**src/rtl/rot_pkg.sv**
```systemverilog
// Shared definitions for the rotation controller: Q9.6 constants, HID keycodes
// and the matrix-update state machine encoding.
package rot_pkg;

    localparam int                 FRAC_BITS = 6;
    localparam logic signed [15:0] ONE       = 16'sd64;

    localparam logic [7:0] KEY_CCW = 8'h14;
    localparam logic [7:0] KEY_CW  = 8'h08;

    typedef enum logic [2:0] {
        IDLE,
        ADDR_COS,
        ADDR_SIN,
        CAP_SIN,
        COMMIT
    } rot_state_t;

endpackage

```
**src/rtl/sincos_rom.sv**
```systemverilog
// First-quadrant sine table, T[k] = round(64*sin(2*pi*k/256)) for k = 0..64.
// Synchronous read with one cycle of latency and no reset on the data path.
module sincos_rom (
    input  logic       i_clk,
    input  logic [6:0] i_addr,
    output logic [7:0] o_data
);

    logic [7:0] r_data;

    always_ff @(posedge i_clk) begin
        case (i_addr)
            7'd0:  r_data <= 8'd0;   7'd1:  r_data <= 8'd2;   7'd2:  r_data <= 8'd3;
            7'd3:  r_data <= 8'd5;   7'd4:  r_data <= 8'd6;   7'd5:  r_data <= 8'd8;
            7'd6:  r_data <= 8'd9;   7'd7:  r_data <= 8'd11;  7'd8:  r_data <= 8'd12;
            7'd9:  r_data <= 8'd14;  7'd10: r_data <= 8'd16;  7'd11: r_data <= 8'd17;
            7'd12: r_data <= 8'd19;  7'd13: r_data <= 8'd20;  7'd14: r_data <= 8'd22;
            7'd15: r_data <= 8'd23;  7'd16: r_data <= 8'd24;  7'd17: r_data <= 8'd26;
            7'd18: r_data <= 8'd27;  7'd19: r_data <= 8'd29;  7'd20: r_data <= 8'd30;
            7'd21: r_data <= 8'd32;  7'd22: r_data <= 8'd33;  7'd23: r_data <= 8'd34;
            7'd24: r_data <= 8'd36;  7'd25: r_data <= 8'd37;  7'd26: r_data <= 8'd38;
            7'd27: r_data <= 8'd39;  7'd28: r_data <= 8'd41;  7'd29: r_data <= 8'd42;
            7'd30: r_data <= 8'd43;  7'd31: r_data <= 8'd44;  7'd32: r_data <= 8'd45;
            7'd33: r_data <= 8'd46;  7'd34: r_data <= 8'd47;  7'd35: r_data <= 8'd48;
            7'd36: r_data <= 8'd49;  7'd37: r_data <= 8'd50;  7'd38: r_data <= 8'd51;
            7'd39: r_data <= 8'd52;  7'd40: r_data <= 8'd53;  7'd41: r_data <= 8'd54;
            7'd42: r_data <= 8'd55;  7'd43: r_data <= 8'd56;  7'd44: r_data <= 8'd56;
            7'd45: r_data <= 8'd57;  7'd46: r_data <= 8'd58;  7'd47: r_data <= 8'd59;
            7'd48: r_data <= 8'd59;  7'd49: r_data <= 8'd60;  7'd50: r_data <= 8'd60;
            7'd51: r_data <= 8'd61;  7'd52: r_data <= 8'd61;  7'd53: r_data <= 8'd62;
            7'd54: r_data <= 8'd62;  7'd55: r_data <= 8'd62;  7'd56: r_data <= 8'd63;
            7'd57: r_data <= 8'd63;  7'd58: r_data <= 8'd63;  7'd59: r_data <= 8'd64;
            7'd60: r_data <= 8'd64;  7'd61: r_data <= 8'd64;  7'd62: r_data <= 8'd64;
            7'd63: r_data <= 8'd64;  7'd64: r_data <= 8'd64;
            default: r_data <= 8'd0;
        endcase
    end

    assign o_data = r_data;

endmodule

```
**src/rtl/rotation_controller.sv**
```systemverilog
// Per-frame rotation matrix generator: steps an 8-bit angle from the keyboard on
// each vertical blank and commits a Q9.6 cos/sin matrix four edges later.
module rotation_controller
    import rot_pkg::*;
#(
    parameter int ANGLE_STEP = 1
) (
    input  logic               Clk,
    input  logic               Reset_n,
    input  logic               frame_start,
    input  logic [7:0]         keycode,
    output logic signed [15:0] m00,
    output logic signed [15:0] m01,
    output logic signed [15:0] m10,
    output logic signed [15:0] m11,
    output logic               mat_valid,
    output logic               busy,
    output logic               overrun
);

    localparam logic [7:0] STEP = 8'(ANGLE_STEP);

    rot_state_t         r_state;
    rot_state_t         w_next_state;
    logic [7:0]         r_angle;
    logic signed [15:0] r_cos;
    logic signed [15:0] r_sin;
    logic signed [15:0] r_m00;
    logic signed [15:0] r_m01;
    logic signed [15:0] r_m10;
    logic signed [15:0] r_m11;
    logic               r_mat_valid;
    logic               r_overrun;
    logic               w_busy;
    logic [7:0]         w_cos_angle;
    logic [7:0]         w_rom_angle;
    logic [6:0]         w_rom_addr;
    logic [7:0]         w_rom_data;

    // Quadrants 1 and 3 mirror the table: index 64-i instead of i.
    function automatic logic [6:0] fold_addr(input logic [7:0] a);
        logic [6:0] i;
        i = {1'b0, a[5:0]};
        return a[6] ? 7'(7'd64 - i) : i;
    endfunction

    // Lower half-turn is negated; two's complement makes -0 collapse to 0.
    function automatic logic signed [15:0] apply_sign(input logic [7:0] mag, input logic neg);
        logic signed [15:0] v;
        v = signed'({8'd0, mag});
        return neg ? -v : v;
    endfunction

    assign w_busy      = (r_state != IDLE);
    assign w_cos_angle = r_angle + 8'd64;
    assign w_rom_angle = (r_state == ADDR_COS) ? w_cos_angle : r_angle;
    assign w_rom_addr  = fold_addr(w_rom_angle);

    sincos_rom u_rom (
        .i_clk  (Clk),
        .i_addr (w_rom_addr),
        .o_data (w_rom_data)
    );

    always_comb begin
        w_next_state = r_state;
        case (r_state)
            IDLE:     if (frame_start) w_next_state = ADDR_COS;
            ADDR_COS: w_next_state = ADDR_SIN;
            ADDR_SIN: w_next_state = CAP_SIN;
            CAP_SIN:  w_next_state = COMMIT;
            COMMIT:   w_next_state = IDLE;
            default:  w_next_state = IDLE;
        endcase
    end

    always_ff @(posedge Clk or negedge Reset_n) begin
        if (!Reset_n) begin
            r_state     <= IDLE;
            r_angle     <= 8'd0;
            r_mat_valid <= 1'b0;
            r_overrun   <= 1'b0;
        end else begin
            r_state     <= w_next_state;
            r_mat_valid <= (r_state == COMMIT);
            if (frame_start && w_busy) begin
                r_overrun <= 1'b1;
            end
            if (frame_start && !w_busy) begin
                if (keycode == KEY_CCW) begin
                    r_angle <= r_angle + STEP;
                end else if (keycode == KEY_CW) begin
                    r_angle <= r_angle - STEP;
                end
            end
        end
    end

    // ROM output lags its address by one edge, so each capture uses the angle
    // that produced the address in the previous state.
    always_ff @(posedge Clk or negedge Reset_n) begin
        if (!Reset_n) begin
            r_cos <= 16'sd0;
            r_sin <= 16'sd0;
            r_m00 <= ONE;
            r_m01 <= 16'sd0;
            r_m10 <= 16'sd0;
            r_m11 <= ONE;
        end else begin
            if (r_state == ADDR_SIN) begin
                r_cos <= apply_sign(w_rom_data, w_cos_angle[7]);
            end
            if (r_state == CAP_SIN) begin
                r_sin <= apply_sign(w_rom_data, r_angle[7]);
            end
            if (r_state == COMMIT) begin
                r_m00 <= r_cos;
                r_m01 <= -r_sin;
                r_m10 <= r_sin;
                r_m11 <= r_cos;
            end
        end
    end

    assign m00       = r_m00;
    assign m01       = r_m01;
    assign m10       = r_m10;
    assign m11       = r_m11;
    assign mat_valid = r_mat_valid;
    assign busy      = w_busy;
    assign overrun   = r_overrun;

endmodule

```
**config.mk**
```make
export PLATFORM = sky130hd
export DESIGN_NAME = rotation_controller
export DESIGN_NICKNAME = d
export VERILOG_FILES = /design/src/rtl/rot_pkg.sv /design/src/rtl/sincos_rom.sv /design/src/rtl/rotation_controller.sv
export SDC_FILE = /design/constraint.sdc
export NUM_CORES = 1
export LEC_CHECK = 0
export CAP_MARGIN = 20
export CORE_UTILIZATION = 45
export CTS_CLUSTER_SIZE = 16
export DETAILED_ROUTE_END_ITERATION = 7
export PLACE_DENSITY = 0.71
export SYNTH_ARGS = -nofsm -noshare
export SYNTH_HDL_FRONTEND = slang
export SYNTH_HIERARCHICAL = 1
export SYNTH_SLANG_ARGS = --single-unit
```
**constraint.sdc**
```tcl
create_clock -name Clk -period 3.05 [get_ports Clk]
set_input_delay 0.7625 -clock Clk [delete_from_list [all_inputs] [get_ports Clk]]
set_output_delay 0.7625 -clock Clk [all_outputs]
set_load 0.02 [all_outputs]
```
### Clock distribution, run 1

Scale: 3 px per um.
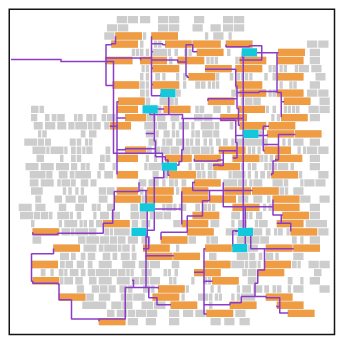
[clock wires] purple | length: 1090 um
[clock-net drivers] cyan | count: 9
[flip-flops] orange | count: 95
routed clock nets: 10

### Wiring by layer, run 1

Scale: 2 px per um.
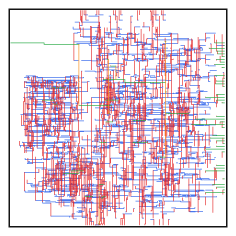
| layer | color | wire length |
|---|---|---|
| M1 | blue | 4780 um |
| M2 | red | 5250 um |
| M3 | green | 338 um |
| M4 | orange | 151 um |

==> notes.md, run 1 <==
flow finished, numbers: run status=completed, clock root cell=clkbuf_8, top layer in use=met4, worst rel slew slack=0.396, cell at the slowest stage of the critical path=or4_4, synthesis-to-finish area growth=22.2%, Worst-Margin Slew=0.905 ns, Synth Cell Area=0.00505 mm2, # diodes=0, main area contributors=dfrtp_1 43%, nand2_1 12%, xor2_1 5.0%, ha_1 4.2%, buf_4 3.3%, worst hold path class=in2async, Worst EP arrival=3.26 ns, RD Place Congestion=0.841, f_max=335 MHz, CP top delay family=simple AND/OR/NAND/NOR gates, Comb pwr share=0.516, Crit. End Element=register, flop share of the area=0.380, # Taps=140, First DRT Iteration DRCs=200, Vias=3967, final non-filler cell area=0.00617 mm2, critical path endpoint=r_angle[7], ao+oa area frac=0.140, final WL=10.5 mm, Top Usage Layer GRT=met2, # Cells Yosys=557, Post-synth mux share=0.0104, Initial Util=0.464, most numerous logic cell after layout=nand2_1, mi-comb count=401, FF-to-FF setup slack=0.29 ns, Max Cap Viol=0, sequential cell fraction of total power=0.342, Pwr top=combinational logic, # rows=38, flip-flops=95, fin crit share=0.977, # port buffers=77, TritonRoute pass-1 iters=4, global-route wire length before repair=17.8 mm, clock group share of total power=0.142, placed inst area=0.00589 mm2, Clock Buffer Count=12, final setup violation count=0, worst r2r src=r_state[0], I/O pin count=78, vias in the first global route=3905, Final HPWL DP=7.52 mm, Comb area=0.00240 mm2, worst-case clock skew=0.0107 ns, share of post-route cells with drive strength above 1=0.114, WP data required=3.33 ns, Storage cell area=0.00234 mm2, NonClk Buf Share=0.158, most frequent cells in the layout=154 x nand2_1, 87 x dfrtp_1, 76 x clkdlybuf4s50_1, setup ws final=0.0687 ns, initial antenna violation count=0, Core Area=0.0109 mm2, final hold vios=0, CTS Sinks=95, WL met1=4.78 mm, Final Instance Count excl. Fillers=771, inverter count=16, WL/cell=13.6 um, synth warn=13, dominant kind of cell by area=logic gates, clk latency late pin=0.36 ns, bufs w/o clock=103, top cell type by total area after synthesis=dfrtp_1, Adder Share, Synth=0.0461, yosys stat chip area=0.00505 mm2, final core occ=0.567, routing usage on met2=0.333, P_sw=2570 uW, Net Count, Synth=586, Die Size=0.0117 mm2, met2 wire len=5.25 mm, GR Util met3=0.0374, Placed Cells=753, slowest stage delay, CP=0.55 ns, LEAKAGE=0.00296 uW, cells on worst reg2reg path=8, largest net degree at the start of global routing=61, die width=108 um, Comb/total area=0.389, met1 Usage GRT=0.241, Slew Limit Fails=0, clock buffer count from CTS=9, XOR Share, Synth=0.0659, hold slack=0.370 ns, Sw Ratio=0.418, Synth Seq Share=0.464, count of library flops with an enable pin=0, sequence of cells on the critical path=clkdlybuf4s50_1 -> or4_4 -> nor2_4 -> nand2_4 -> ha_1 -> a211oi_2 -> nor4b_2 -> a211oi_2 -> mux2i_1 -> xor2_1
### Register map, names as in the netlist, run 1

Scale: 2 px per um. Other sequential cells in the stronger gray, the rest of the logic in the fainter gray.
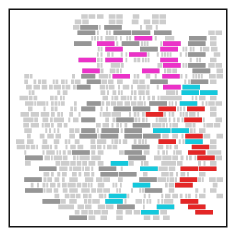
| signal | color | sequential cells |
|---|---|---|
| r_cos | magenta | 15 |
| m01 | red | 16 |
| m10 | cyan | 14 |
not colored: 50

## run 1: synthesized netlist by cell type (all sizes together) (4+ instances only)
master / instances
a211oi: 6
a21o: 15
a21oi: 19
buf: 33
clkbuf: 12
dfrtp: 87
dfxtp: 7
ha: 17
inv: 15
nand2: 156
nand2b: 8
nand3: 5
nor2: 26
nor2b: 4
nor3: 11
o21ai: 47
or3: 5
xnor2: 9
xor2: 29
## run 1: flip-flops by register name, indices dropped and copies added (netlist names)
signal	cells
m00	15
m01	16
m10	14
mat_valid	1
overrun	1
r_angle	8
r_cos	15
r_sin	15
r_state	3
u_rom/o_data	7
## run 1: repair_timing
item | CTS | global route
pin swaps | 4 | 3
setup buffers | 2 | 0
hold buffers | 0 | 0
hold endpoints to repair | 0 | 0
gates resized | 6 | 6
endpoints found under the setup margin | 3 | 2
### Routing congestion map, run 1

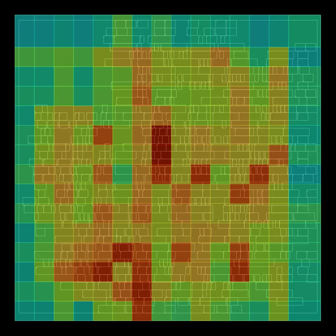

--- run 2 (diff from run 1) ---
--- a/config.mk
+++ b/config.mk
@@ -6,10 +6,11 @@
 export NUM_CORES = 1
 export LEC_CHECK = 0
 export CAP_MARGIN = 20
-export CORE_UTILIZATION = 45
+export CORE_UTILIZATION = 50
+export CTS_CLUSTER_DIAMETER = 30
 export CTS_CLUSTER_SIZE = 16
 export DETAILED_ROUTE_END_ITERATION = 7
-export PLACE_DENSITY = 0.71
+export PLACE_DENSITY = 0.77
 export SYNTH_ARGS = -nofsm -noshare
 export SYNTH_HDL_FRONTEND = slang
 export SYNTH_HIERARCHICAL = 1
### Routing congestion map, run 2

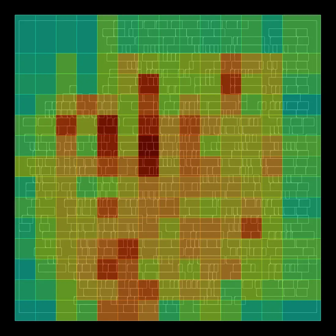
GR Util met3: 0.0353
Top Usage Layer GRT: met2
GRT Total Usage: 0.217

==> run 2 against run 1 <==
- die area shrank 9.8%
- setup slack improved by 0.016 ns
- sequential share of layout area grew 0.27 points
- sequential power about the same
- final area fell by 0.71%
- maximum frequency up 0.53%
- first-iteration DRC count grew 4.0%
- sequential cell count unchanged
- clock power is 11% lower
==> notes.md, run 2 <==
flow finished, numbers: met2 wire len=5.23 mm (was 5.25 mm), Comb/total area=0.391 (was 0.389), met1 Usage GRT=0.279 (was 0.241), setup ws final=0.0844 ns (was 0.0687 ns), yosys stat chip area=0.00505 mm2 (unchanged), bufs w/o clock=103 (unchanged), Sw Ratio=0.431 (was 0.418), # Taps=133 (was 140), Comb pwr share=0.524 (was 0.516), top cells by count=155 x nand2_1, 87 x dfrtp_1, 31 x o21ai_0 (unchanged), # Cells Yosys=557 (unchanged), setup bufs post-CTS=1 (was 2), synthesis-to-finish area growth=21.3% (was 22.2%), clock group share of total power=0.129 (was 0.142), fin crit share=0.972 (was 0.977), Vias=3952 (was 3967), final hold vios=0 (unchanged), count of library flops with an enable pin=0 (unchanged), cells on worst reg2reg path=8 (unchanged), Worst EP arrival=3.22 ns (was 3.26 ns), final setup violation count=0 (unchanged), initial antenna violation count=0 (unchanged), dominant kind of cell by area=logic gates (unchanged), Crit. End Element=register (unchanged), worst r2r src=r_state[0] (unchanged), largest net degree at the start of global routing=61 (unchanged), count leader, synth=nand2_1 (unchanged), I/O pin count=78 (unchanged), Synth Cell Area=0.00505 mm2 (unchanged), slowest stage delay, CP=0.55 ns (about the same), die width=103 um (was 108 um), worst hold path class=in2async (unchanged), placed inst area=0.00588 mm2 (was 0.00589 mm2), final core occ=0.627 (was 0.567), Placed Cells=746 (was 753), routing usage on met2=0.375 (was 0.333), inverter count=16 (unchanged), clock root cell=clkbuf_8 (unchanged), First DRT Iteration DRCs=208 (was 200), P_sw=2610 uW (was 2570 uW), worst-case clock skew=0.0116 ns (was 0.0107 ns), Storage cell area=0.00234 mm2 (unchanged), Pwr top=combinational logic (unchanged), most numerous logic cell after layout=nand2_1 (unchanged), Comb area=0.00240 mm2 (about the same), final non-filler cell area=0.00613 mm2 (was 0.00617 mm2), hold slack=0.369 ns (was 0.370 ns), clk latency late pin=0.36 ns (about the same), synth warn=13 (unchanged), # diodes=0 (unchanged), NonClk Buf Share=0.159 (was 0.158), mi-comb count=401 (unchanged), Die Size=0.0105 mm2 (was 0.0117 mm2), TritonRoute pass-1 iters=4 (unchanged), Clock Buffer Count=9 (was 12), WL met1=4.68 mm (was 4.78 mm), run status=completed (unchanged), max reg flops=16 (unchanged), Final Instance Count excl. Fillers=764 (was 771), # port buffers=77 (unchanged)
run 2: kinds of logic (layout without fill, tap and decap cells):
group                      after synthesis  count (layout)  synth area share
AOI/OAI and AO/OA                      109             109             0.140
xor gates and xnor gates                38              38            0.0659
adders and majority gates               18              18            0.0461
buffers and inverters                   61             135            0.0701
DFF                                     95              95             0.464
muxes                                    5               5            0.0104
other                                    1               1          0.000742
and+or+nand+nor                        230             230             0.203
run 2: worst min-delay path by stage:
stage          cells after the start  endpoint      from
3_5_place_dp                       1   overrun   overrun
2_1_floorplan                      2    m00[0]  r_cos[0]
4_1_cts                            1    m01[9]   Reset_n
6_report                           1   m01[13]   Reset_n
5_1_grt                            1   m01[10]   Reset_n
3_3_place_gp                       1   overrun   overrun
Power figures rest on the tool's default switching activity, not on a simulated workload.
